--- config.mk ---
export PLATFORM = sky130hd
export DESIGN_NAME = registers_controller_flat
export DESIGN_NICKNAME = d
export VERILOG_FILES = /design/src/rtl/registers_pkg.sv /design/src/rtl/avalon_mm_if.sv /design/src/rtl/msg_counter.sv /design/src/rtl/registers_controller.sv /design/src/flat_wrapper.sv
export SDC_FILE = /design/constraint.sdc
export NUM_CORES = 1
export LEC_CHECK = 0
export ABC_AREA = 0
export ABC_CLOCK_PERIOD_IN_PS = 3320
export CAP_MARGIN = 20
export CORE_MARGIN = 2
export CORE_UTILIZATION = 55
export DETAILED_ROUTE_END_ITERATION = 10
export GPL_ROUTABILITY_DRIVEN = 0
export HOLD_SLACK_MARGIN = 0.06
export PLACE_DENSITY = 0.84
export SYNTH_ARGS = -nofsm -noshare
export SYNTH_HDL_FRONTEND = slang
export SYNTH_HIERARCHICAL = 1
export SYNTH_SLANG_ARGS = --single-unit
--- constraint.sdc ---
create_clock -name clk -period 3.32 [get_ports clk]
set_input_delay 0.664 -clock clk [delete_from_list [all_inputs] [get_ports clk]]
set_output_delay 0.664 -clock clk [all_outputs]
set_load 0.03 [all_outputs]
--- src/rtl/registers_pkg.sv ---
// rtl/registers_pkg.sv - shared constants for the loopback register block
package registers_pkg;

  localparam int DATA_W = 32;

  localparam logic [1:0] REG_MSG_COUNT = 2'd0;
  localparam logic [1:0] REG_CONTROL   = 2'd1;
  localparam logic [1:0] REG_DEBUG     = 2'd2;
  localparam logic [1:0] REG_VERSION   = 2'd3;

  localparam int CTRL_EN  = 0;
  localparam int CTRL_CLR = 1;

endpackage

--- src/rtl/avalon_mm_if.sv ---
// rtl/avalon_mm_if.sv - word-addressed memory-mapped register bus
interface avalon_mm_if #(
  parameter int ADDR_W = 32,
  parameter int DATA_W = 32
);

  logic [ADDR_W-1:0] address;
  logic              read;
  logic              write;
  logic [DATA_W-1:0] writedata;
  logic [DATA_W-1:0] readdata;
  logic              readdatavalid;
  logic              waitrequest;

  modport slave (
    input  address, read, write, writedata,
    output readdata, readdatavalid, waitrequest
  );

  modport master (
    output address, read, write, writedata,
    input  readdata, readdatavalid, waitrequest
  );

endinterface

--- src/rtl/msg_counter.sv ---
// rtl/msg_counter.sv - gated 32-bit message counter with synchronous clear
module msg_counter
  import registers_pkg::*;
(
  input  logic              clk,
  input  logic              rst_n,
  input  logic              enable,
  input  logic              clear,
  input  logic              inc,
  output logic [DATA_W-1:0] count
);

  // Clear takes priority over a coincident increment; the add wraps naturally.
  always_ff @(posedge clk or negedge rst_n) begin
    if (!rst_n) begin
      count <= '0;
    end else if (clear) begin
      count <= '0;
    end else if (enable && inc) begin
      count <= count + 1'b1;
    end
  end

endmodule

--- src/rtl/registers_controller.sv ---
// rtl/registers_controller.sv - register window: message count, control, debug scratch, version
module registers_controller
  import registers_pkg::*;
#(
  parameter logic [31:0]       ADDR_BASE = 32'd0,
  parameter logic [DATA_W-1:0] VERSION   = 32'h0001_0000
)(
  input  logic        clk,
  input  logic        rst_n,
  input  logic        msg_enter,
  avalon_mm_if.slave  reg_mm
);

  logic [31:0]       off;
  logic              mapped;
  logic [1:0]        idx;
  logic              wr_ctrl;
  logic              wr_dbg;
  logic              cnt_clear;
  logic              ctrl_en;
  logic [DATA_W-1:0] debug;
  logic [DATA_W-1:0] count;
  logic [DATA_W-1:0] rd_value;

  // Unsigned subtraction: anything below ADDR_BASE wraps to a large offset and falls out of range.
  assign off    = reg_mm.address - ADDR_BASE;
  assign mapped = (off < 32'd4);
  assign idx    = off[1:0];

  assign wr_ctrl   = reg_mm.write && mapped && (idx == REG_CONTROL);
  assign wr_dbg    = reg_mm.write && mapped && (idx == REG_DEBUG);
  assign cnt_clear = wr_ctrl && reg_mm.writedata[CTRL_CLR];

  assign reg_mm.waitrequest = 1'b0;

  always_ff @(posedge clk or negedge rst_n) begin
    if (!rst_n) begin
      ctrl_en <= 1'b1;
      debug   <= '0;
    end else begin
      if (wr_ctrl) ctrl_en <= reg_mm.writedata[CTRL_EN];
      if (wr_dbg)  debug   <= reg_mm.writedata;
    end
  end

  msg_counter u_msg_counter (
    .clk    (clk),
    .rst_n  (rst_n),
    .enable (ctrl_en),
    .clear  (cnt_clear),
    .inc    (msg_enter),
    .count  (count)
  );

  always_comb begin
    rd_value = '0;
    if (mapped) begin
      case (idx)
        REG_MSG_COUNT: rd_value = count;
        REG_CONTROL:   rd_value = {{(DATA_W-1){1'b0}}, ctrl_en};
        REG_DEBUG:     rd_value = debug;
        REG_VERSION:   rd_value = VERSION;
        default:       rd_value = '0;
      endcase
    end
  end

  // Captures pre-edge register state, so a simultaneous write or increment is seen on the next read.
  always_ff @(posedge clk or negedge rst_n) begin
    if (!rst_n) begin
      reg_mm.readdata      <= '0;
      reg_mm.readdatavalid <= 1'b0;
    end else begin
      reg_mm.readdatavalid <= reg_mm.read;
      if (reg_mm.read) reg_mm.readdata <= rd_value;
    end
  end

endmodule

--- src/flat_wrapper.sv ---
// flat-port wrapper written by rule: the top's interface ports become plain ports
module registers_controller_flat import registers_pkg::*;
#(
  parameter logic [31:0]       ADDR_BASE = 32'd0,
  parameter logic [DATA_W-1:0] VERSION   = 32'h0001_0000
)
  (clk, rst_n, msg_enter, reg_mm_address, reg_mm_read, reg_mm_write, reg_mm_writedata, reg_mm_readdata, reg_mm_readdatavalid, reg_mm_waitrequest);
  avalon_mm_if reg_mm_i ();
  input  logic clk;
  input  logic rst_n;
  input  logic msg_enter;
  input wire logic [$bits(reg_mm_i.address)-1:0] reg_mm_address;
  input wire logic [$bits(reg_mm_i.read)-1:0] reg_mm_read;
  input wire logic [$bits(reg_mm_i.write)-1:0] reg_mm_write;
  input wire logic [$bits(reg_mm_i.writedata)-1:0] reg_mm_writedata;
  output wire logic [$bits(reg_mm_i.readdata)-1:0] reg_mm_readdata;
  output wire logic [$bits(reg_mm_i.readdatavalid)-1:0] reg_mm_readdatavalid;
  output wire logic [$bits(reg_mm_i.waitrequest)-1:0] reg_mm_waitrequest;
  assign reg_mm_i.address = reg_mm_address;
  assign reg_mm_i.read = reg_mm_read;
  assign reg_mm_i.write = reg_mm_write;
  assign reg_mm_i.writedata = reg_mm_writedata;
  assign reg_mm_readdata = reg_mm_i.readdata;
  assign reg_mm_readdatavalid = reg_mm_i.readdatavalid;
  assign reg_mm_waitrequest = reg_mm_i.waitrequest;
  registers_controller #(.ADDR_BASE(ADDR_BASE), .VERSION(VERSION)) u_core (.clk(clk), .rst_n(rst_n), .msg_enter(msg_enter), .reg_mm(reg_mm_i));
endmodule
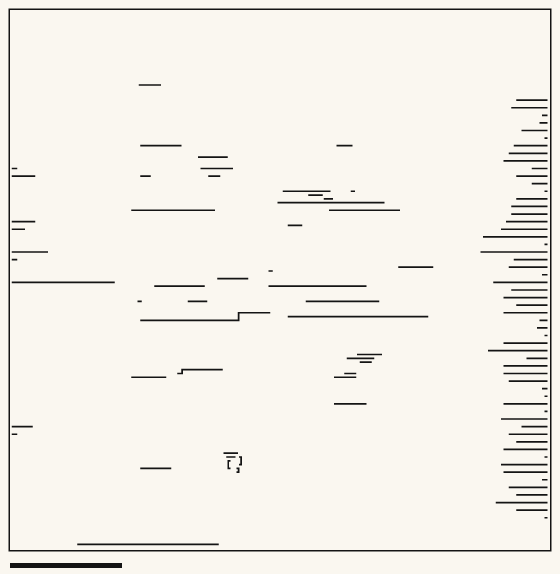
Run 1: M3 wires
Bar = 20 um.
wire length on this layer: 589 um
share of all routed wire: 5.4%
longest straight run: 25.1 um
main direction: horizontal
nets with wire on the layer: 89
met3 global-route usage: 4.55%
total via count in the routed design: 3791
final WL: 10900 um

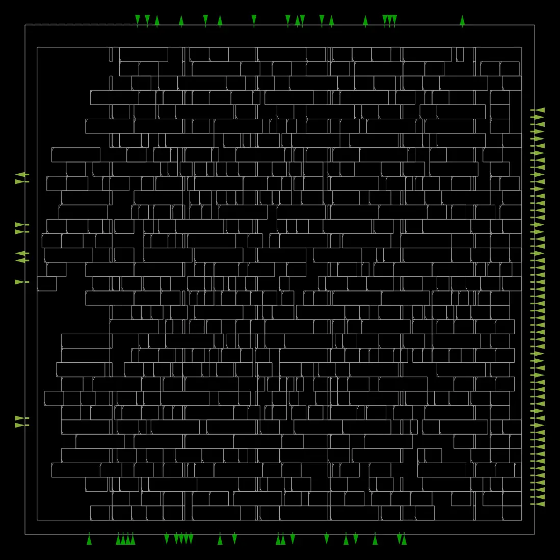
Run 1: placed standard cells
number of well-tap cells placed: 105
share of the final layout cell area in sequential cells: 40.5%
number of standard cells in the layout, taps in and fillers out: 634
number of flip-flops and latches: 98
Fill cells: 577

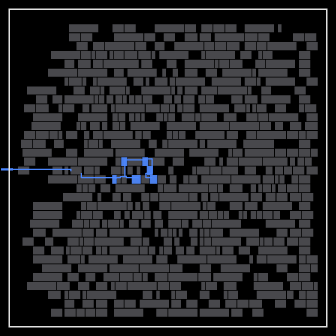
Run 1: port wiring
[msg_enter] blue | direction: input | edge: west | end cells: 6 | buffers: 1 | wire: 62.2 um
Top Ports: 103
Port Buffer Count: 101

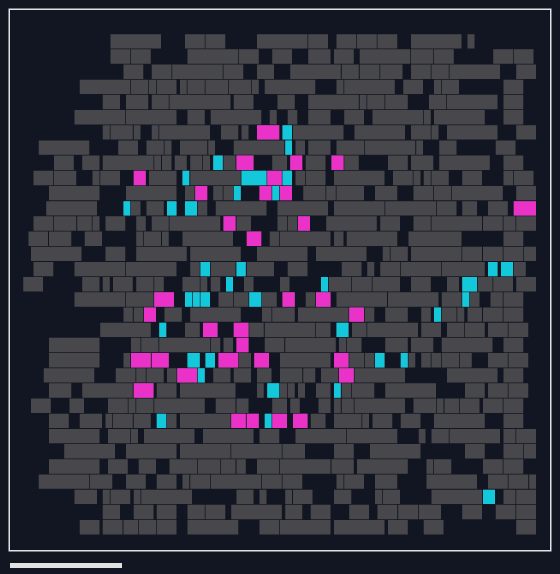
Run 1: selected gate families
Bar = 20 um.
[NAND gates] cyan | cells: 36 | most used: nand2_1
[AND and OR gates] magenta | cells: 33 | most used: or4_1
Top cell excl fill/tap: sky130_fd_sc_hd__clkdlybuf4s50_1
logic share of the area: 34.8%

==> run notes, run 1 <==
## Final layout
• finished layout cell area: 6060 sq um
• clock network area share: 3.30%
• cell group occupying the most layout area: sequential cells
• layout-stage area growth over the synthesis result: 28.2%
• top logic cells by instance count in the layout: sky130_fd_sc_hd__clkdlybuf4s50_1 (99), sky130_fd_sc_hd__dfrtp_1 (97), sky130_fd_sc_hd__nor2_1 (44)
• number of nets in the layout: 594
• diode count: 0
• Inverters, non-clock: 8
• buffers outside the clock class: 115
• clock buffer instance count of the final layout: 9
• share of the core filled with cells: 73.4%
• Layout non-clock buf frac: 18.8%
• Comb gates: 292
• layout cell share with drive strength beyond 1: 13.6%
• registers with the most flip-flops: u_core/debug: 32 flops, u_core/reg_mm.readdata: 32 flops, u_core/u_msg_counter/count: 32 flops
• area of the multi-input gates: 2110 sq um
• register cell area after layout: 2450 sq um

## Detailed routing
• via/cell ratio: 5.98
• routed length on met1: 4860 um
• number of remaining DRC errors: 0
• met2 WL: 5270 um
• highest routing layer actually used: met4
• average routed wire per standard cell: 17.1 um
• Iteration-0 DRC Markers: 165
• met3 routed WL: 589 um
• detailed-router iteration count before antenna repair: 4
• Routed Antenna Nets: 0

## Final timing
• relative slew slack: 61.2%
• shortest period the worst path allows: 2970 ps
• setup repair after global routing missed its margin: false
• post-route setup slack: 350 ps
• setup_tns: 0 ps
• setup violators final: 0
• Setup Skew: 15.2 ps
• f_max: 337 MHz
• Period Utilization, post-route: 89.5%
• Worst-Margin Slew: 583 ps
• final hold slack: 143 ps
• final hold violations: 0
• total count of max-transition violations in the final report: 0

## Logic synthesis
• number of cells produced by synthesis: 426
• area share of the largest cell type after synthesis: 51.3%
• compound-gate portion of the synthesized area: 12.1%
• leading register cell type out of synthesis: sky130_fd_sc_hd__dfrtp_1
• synth cell count leaders: sky130_fd_sc_hd__dfrtp_1 (97), sky130_fd_sc_hd__nor2_1 (44), sky130_fd_sc_hd__mux2_2 (32)
• sequential element share of the synthesized area: 51.9%
• arithmetic-cell share of the synthesized area counting full adders, half adders and majority gates: 0.265%
• net count of the mapped netlist: 496
• XOR/XNOR share of the synthesized area: 1.30%
• synth top area cells: sky130_fd_sc_hd__dfrtp_1 (51%), sky130_fd_sc_hd__mux2_2 (7.6%), sky130_fd_sc_hd__mux2i_1 (6.6%)
• Netlist cell types: 38
• post-synthesis sequential element count: 98
• share of synthesized area spent on multiplexers: 14.9%
• number of cells in the yosys synthesis report: 426
• largest family of logic cells by area: simple AND/OR/NAND/NOR gates
• post-synthesis average cell area: 11.1 sq um
• chip area from the yosys synthesis statistics: 4730 sq um
• post-synthesis cell type with the largest combined area: sky130_fd_sc_hd__dfrtp_1
• most frequently used cell type in the post-synthesis netlist: sky130_fd_sc_hd__dfrtp_1
• post-synth tally of flip-flops with integrated enable: 0
• YS warnings: 6
• Netlist Area Pre-Place: 4730 sq um
• Async S/R FF share, synth: 100%

## Global routing
• vias in the first global route: 3641
• wire length of the first global-routing pass: 18000 um
• aggregate global-route resource usage: 23.4%
• met2 usage in global routing: 37.8%
• number of antenna violations at the first check in global routing: 0
• gr busiest metal: met2
• total overflow reported by the global router: 0
• pin count of the biggest net entering global routing: 90
• met1 capacity usage during global routing: 32.1%

## Clock tree
• TritonCTS Sinks: 98
• post_cts resized: 0
• insertion delay at the late pin of the worst-skew pair: 380 ps
• post-CTS setup buffers: 0
• total clock buffers created by CTS: 9
• post-CTS clock slew at the launch and capture registers of the worst setup and hold paths: 90 ps
• CTS tree: built
• H-Tree Level Count: 3
• root cell of the clock tree: sky130_fd_sc_hd__clkbuf_8
• largest buffer count on any clock path: 2
• Hold Buf Count CTS: 0

## Floorplanning
• die width: 96.7 um
• Floorplan Core Area: 8260 sq um
• vertical die size: 96.7 um
• Core Density at Floorplan: 57.3%
• overall die area: 9360 sq um
• Site Rows: 33

## Critical path
• kind of start point of the critical path: input port
• Critical Path End: u_core/u_msg_counter/count[11]
• startpoint-to-endpoint class of the critical path: input port to register
• series of cell instances along the critical path: clkdlybuf4s50_1 > nor4_1 > nand4_1 > nor3_1 > and2_1 > a21oi_1 > or4_1 > or3_1 > a21oi_1
• reg2reg end: u_core/u_msg_counter/count[31]
• Max Fanout on Critical Path: 4
• slowest cell delay on critical path: 470 ps
• Slowest-stage cell, CP: sky130_fd_sc_hd__or4_1
• required time reported for the critical path endpoint: 3620 ps
• Worst Setup End Kind: register
• cell occurring most often along the worst timing path: sky130_fd_sc_hd__a21oi_1
• launch point of the worst reg-to-reg path: u_core/u_msg_counter/count[15]
• worst reg-to-reg path cell count: 4
• arrival time of data at the critical path endpoint: 3270 ps
• r2r setup slk: 1030 ps
• cell type group with the largest total delay on the critical path: simple AND/OR/NAND/NOR gates
• launch point of the worst path: reg_mm_address[31]
• combined buffer and inverter count along the critical path: 1
• depth of the critical timing path with buffers and inverters included: 9

## Place
• hpwl dp: 7280 um
• number of cells after detailed placement: 617
• placed inst area: 5840 sq um
• setup slack at placement: -8.19 ps

## Power and ir drop
• combinational power: 0.153 mW
• Peak VDD IR: 0.000211 V
• portion of total power attributed to the clock network: 36.8%
• switch share: 23.3%
• Total Power Consumption: 2.13 mW
• Sequential Power Share: 56.0%
• Static Leakage: 2.66 nW
• power in the clock group: 0.784 mW
• Comb power frac: 7.2%
• sequential logic power: 1.19 mW
• cell internal pwr: 1.63 mW
• total power density per cell area: 351 nW/um^2
• Pwr top: sequential cells
• reported net switching power: 0.497 mW

## Run
• total number of warnings across the stage logs: 26
• total of max-cap violations: 0

## Run status
• status: finished clean

## Min path
• type of the tightest min-delay check: input port to async pin

--- run 2 (diff from run 1) ---
--- a/config.mk
+++ b/config.mk
@@ -7,11 +7,12 @@
 export LEC_CHECK = 0
 export ABC_AREA = 0
 export ABC_CLOCK_PERIOD_IN_PS = 3320
-export CAP_MARGIN = 20
+export CAP_MARGIN = 40
 export CORE_MARGIN = 2
 export CORE_UTILIZATION = 55
 export DETAILED_ROUTE_END_ITERATION = 10
 export GPL_ROUTABILITY_DRIVEN = 0
+export GPL_TIMING_DRIVEN = 0
 export HOLD_SLACK_MARGIN = 0.06
 export PLACE_DENSITY = 0.84
 export SYNTH_ARGS = -nofsm -noshare
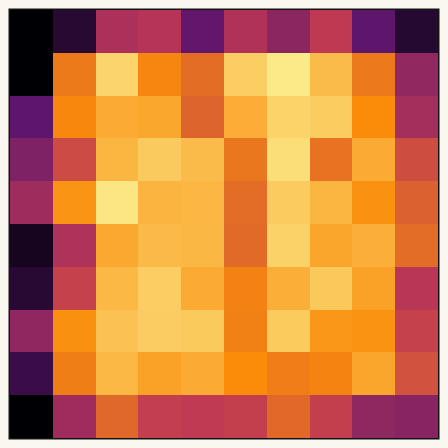
Run 2: cell density map
The die is cut into 10 by 10 equal tiles; black is low, pale yellow is high, 0 to 100% covered.
fullest tile: 95%
mean over tiles: 64%
emptiest ninth of the die: north-west
nearly empty tiles: 3.0%
tiles over 75% full: 45%
Core Density at Floorplan: 57.3%
share of the core filled with cells: 74.4%
Floorplan Core Area: 8260 sq um

==> run 2 against run 1 <==
Against the previous run: final cell count rose by 2.1%; sequential share of layout area fell by 0.51 points; count of clock-buffer cells in the layout rose by 2; setup slack worse by 200 ps; combinational power about the same; worst hold slack improved by 230 ps; cell area up 1.3%; via count is 4.0% higher; total power increased by 6.5%; register-to-register slack got worse by 180 ps; synthesized area unchanged; clock power up 17%.
==> run notes, run 2 <==
## Run status
• status: finished clean

## Run
• total of max-cap violations: 0, unchanged

## Critical path
• series of cell instances along the critical path: clkdlybuf4s50_1 > nor4_1 > nand4_1 > nor3_2 > and2_2 > a21oi_1 > or4_1 > or3_1 > a21oi_1
• Max Fanout on Critical Path: 9, +5
• depth of the critical timing path with buffers and inverters included: 9, unchanged
• r2r setup slk: 850 ps, -180 ps
• reg2reg end: u_core/u_msg_counter/count[29]
• launch point of the worst reg-to-reg path: u_core/u_msg_counter/count[7]
• kind of start point of the critical path: input port
• launch point of the worst path: reg_mm_address[28]
• Slowest-stage cell, CP: sky130_fd_sc_hd__or4_1
• cell type group with the largest total delay on the critical path: simple AND/OR/NAND/NOR gates

## Final timing
• total count of max-transition violations in the final report: 0, unchanged
• final hold violations: 0, unchanged
• f_max: 315 MHz, -6.4%
• setup repair after global routing missed its margin: false
• setup_tns: 0 ps, unchanged
• final hold slack: 369 ps, +226 ps
• shortest period the worst path allows: 3170 ps, +203 ps

## Power and ir drop
• portion of total power attributed to the clock network: 40.5%, +3.7 points
• Sequential Power Share: 52.6%, -3.4 points
• total power density per cell area: 369 nW/um^2, +5.1%
• Peak VDD IR: 0.000219 V, +3.8%
• Pwr top: sequential cells

## Detailed routing
• routed length on met1: 5060 um, +4.2%
• number of remaining DRC errors: 0, unchanged
• Iteration-0 DRC Markers: 309, +87%
• final WL: 11700 um, +8.1%
• via/cell ratio: 6.09, +1.9%

## Logic synthesis
• post-synthesis cell type with the largest combined area: sky130_fd_sc_hd__dfrtp_1
• largest family of logic cells by area: simple AND/OR/NAND/NOR gates
• number of cells in the yosys synthesis report: 426, unchanged
• leading register cell type out of synthesis: sky130_fd_sc_hd__dfrtp_1
• post-synthesis sequential element count: 98, unchanged
• compound-gate portion of the synthesized area: 12.1%, unchanged
• Netlist Area Pre-Place: 4730 sq um, unchanged
• Async S/R FF share, synth: 100%, unchanged
• sequential element share of the synthesized area: 51.9%, unchanged
• arithmetic-cell share of the synthesized area counting full adders, half adders and majority gates: 0.265%, unchanged
• synth top area cells: sky130_fd_sc_hd__dfrtp_1 (51%), sky130_fd_sc_hd__mux2_2 (7.6%), sky130_fd_sc_hd__mux2i_1 (6.6%)
• post-synth tally of flip-flops with integrated enable: 0, unchanged
• post-synthesis average cell area: 11.1 sq um, unchanged

## Global routing
• wire length of the first global-routing pass: 19400 um, +7.8%
• number of antenna violations at the first check in global routing: 0, unchanged
• pin count of the biggest net entering global routing: 63, -30%
• met2 usage in global routing: 42.6%, +4.8 points
• met1 capacity usage during global routing: 32.9%, +0.85 points
• met3 global-route usage: 4.41%, -0.14 points

## Clock tree
• root cell of the clock tree: sky130_fd_sc_hd__clkbuf_8
• H-Tree Level Count: 3, unchanged
• post-CTS clock slew at the launch and capture registers of the worst setup and hold paths: 90 ps, about the same
• CTS tree: built
• post-CTS setup buffers: 0, unchanged
• largest buffer count on any clock path: 2, unchanged
• post_cts resized: 1, +1

## Floorplanning
• Top Ports: 103, unchanged
• die width: 96.7 um, unchanged

## Place
• number of cells after detailed placement: 632, +2.4%
• setup slack at placement: -604 ps, -596 ps

## Final layout
• cell group occupying the most layout area: sequential cells
• area of the multi-input gates: 2120 sq um, +0.65%
• diode count: 0, unchanged
• clock buffer instance count of the final layout: 11, +2
• Comb gates: 292, unchanged
• layout cell share with drive strength beyond 1: 12.5%, -1.1 points

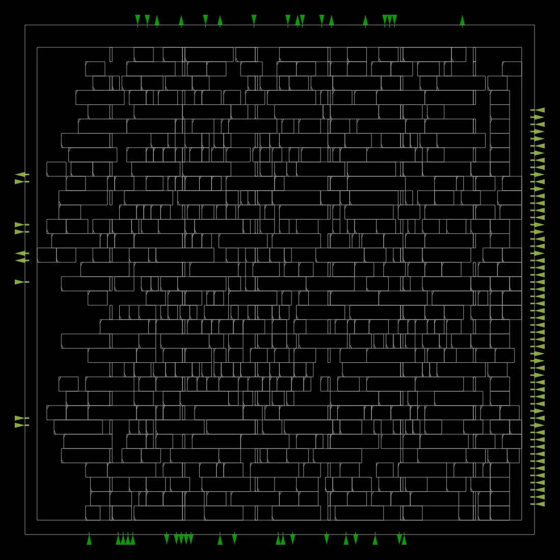
Run 2: placed standard cells
number of standard cells in the layout, taps in and fillers out: 647
Fill cells: 580
Site Rows: 33
share of the final layout cell area in sequential cells: 39.9%

No activity file was given, so power comes from the tool's default toggle rates.
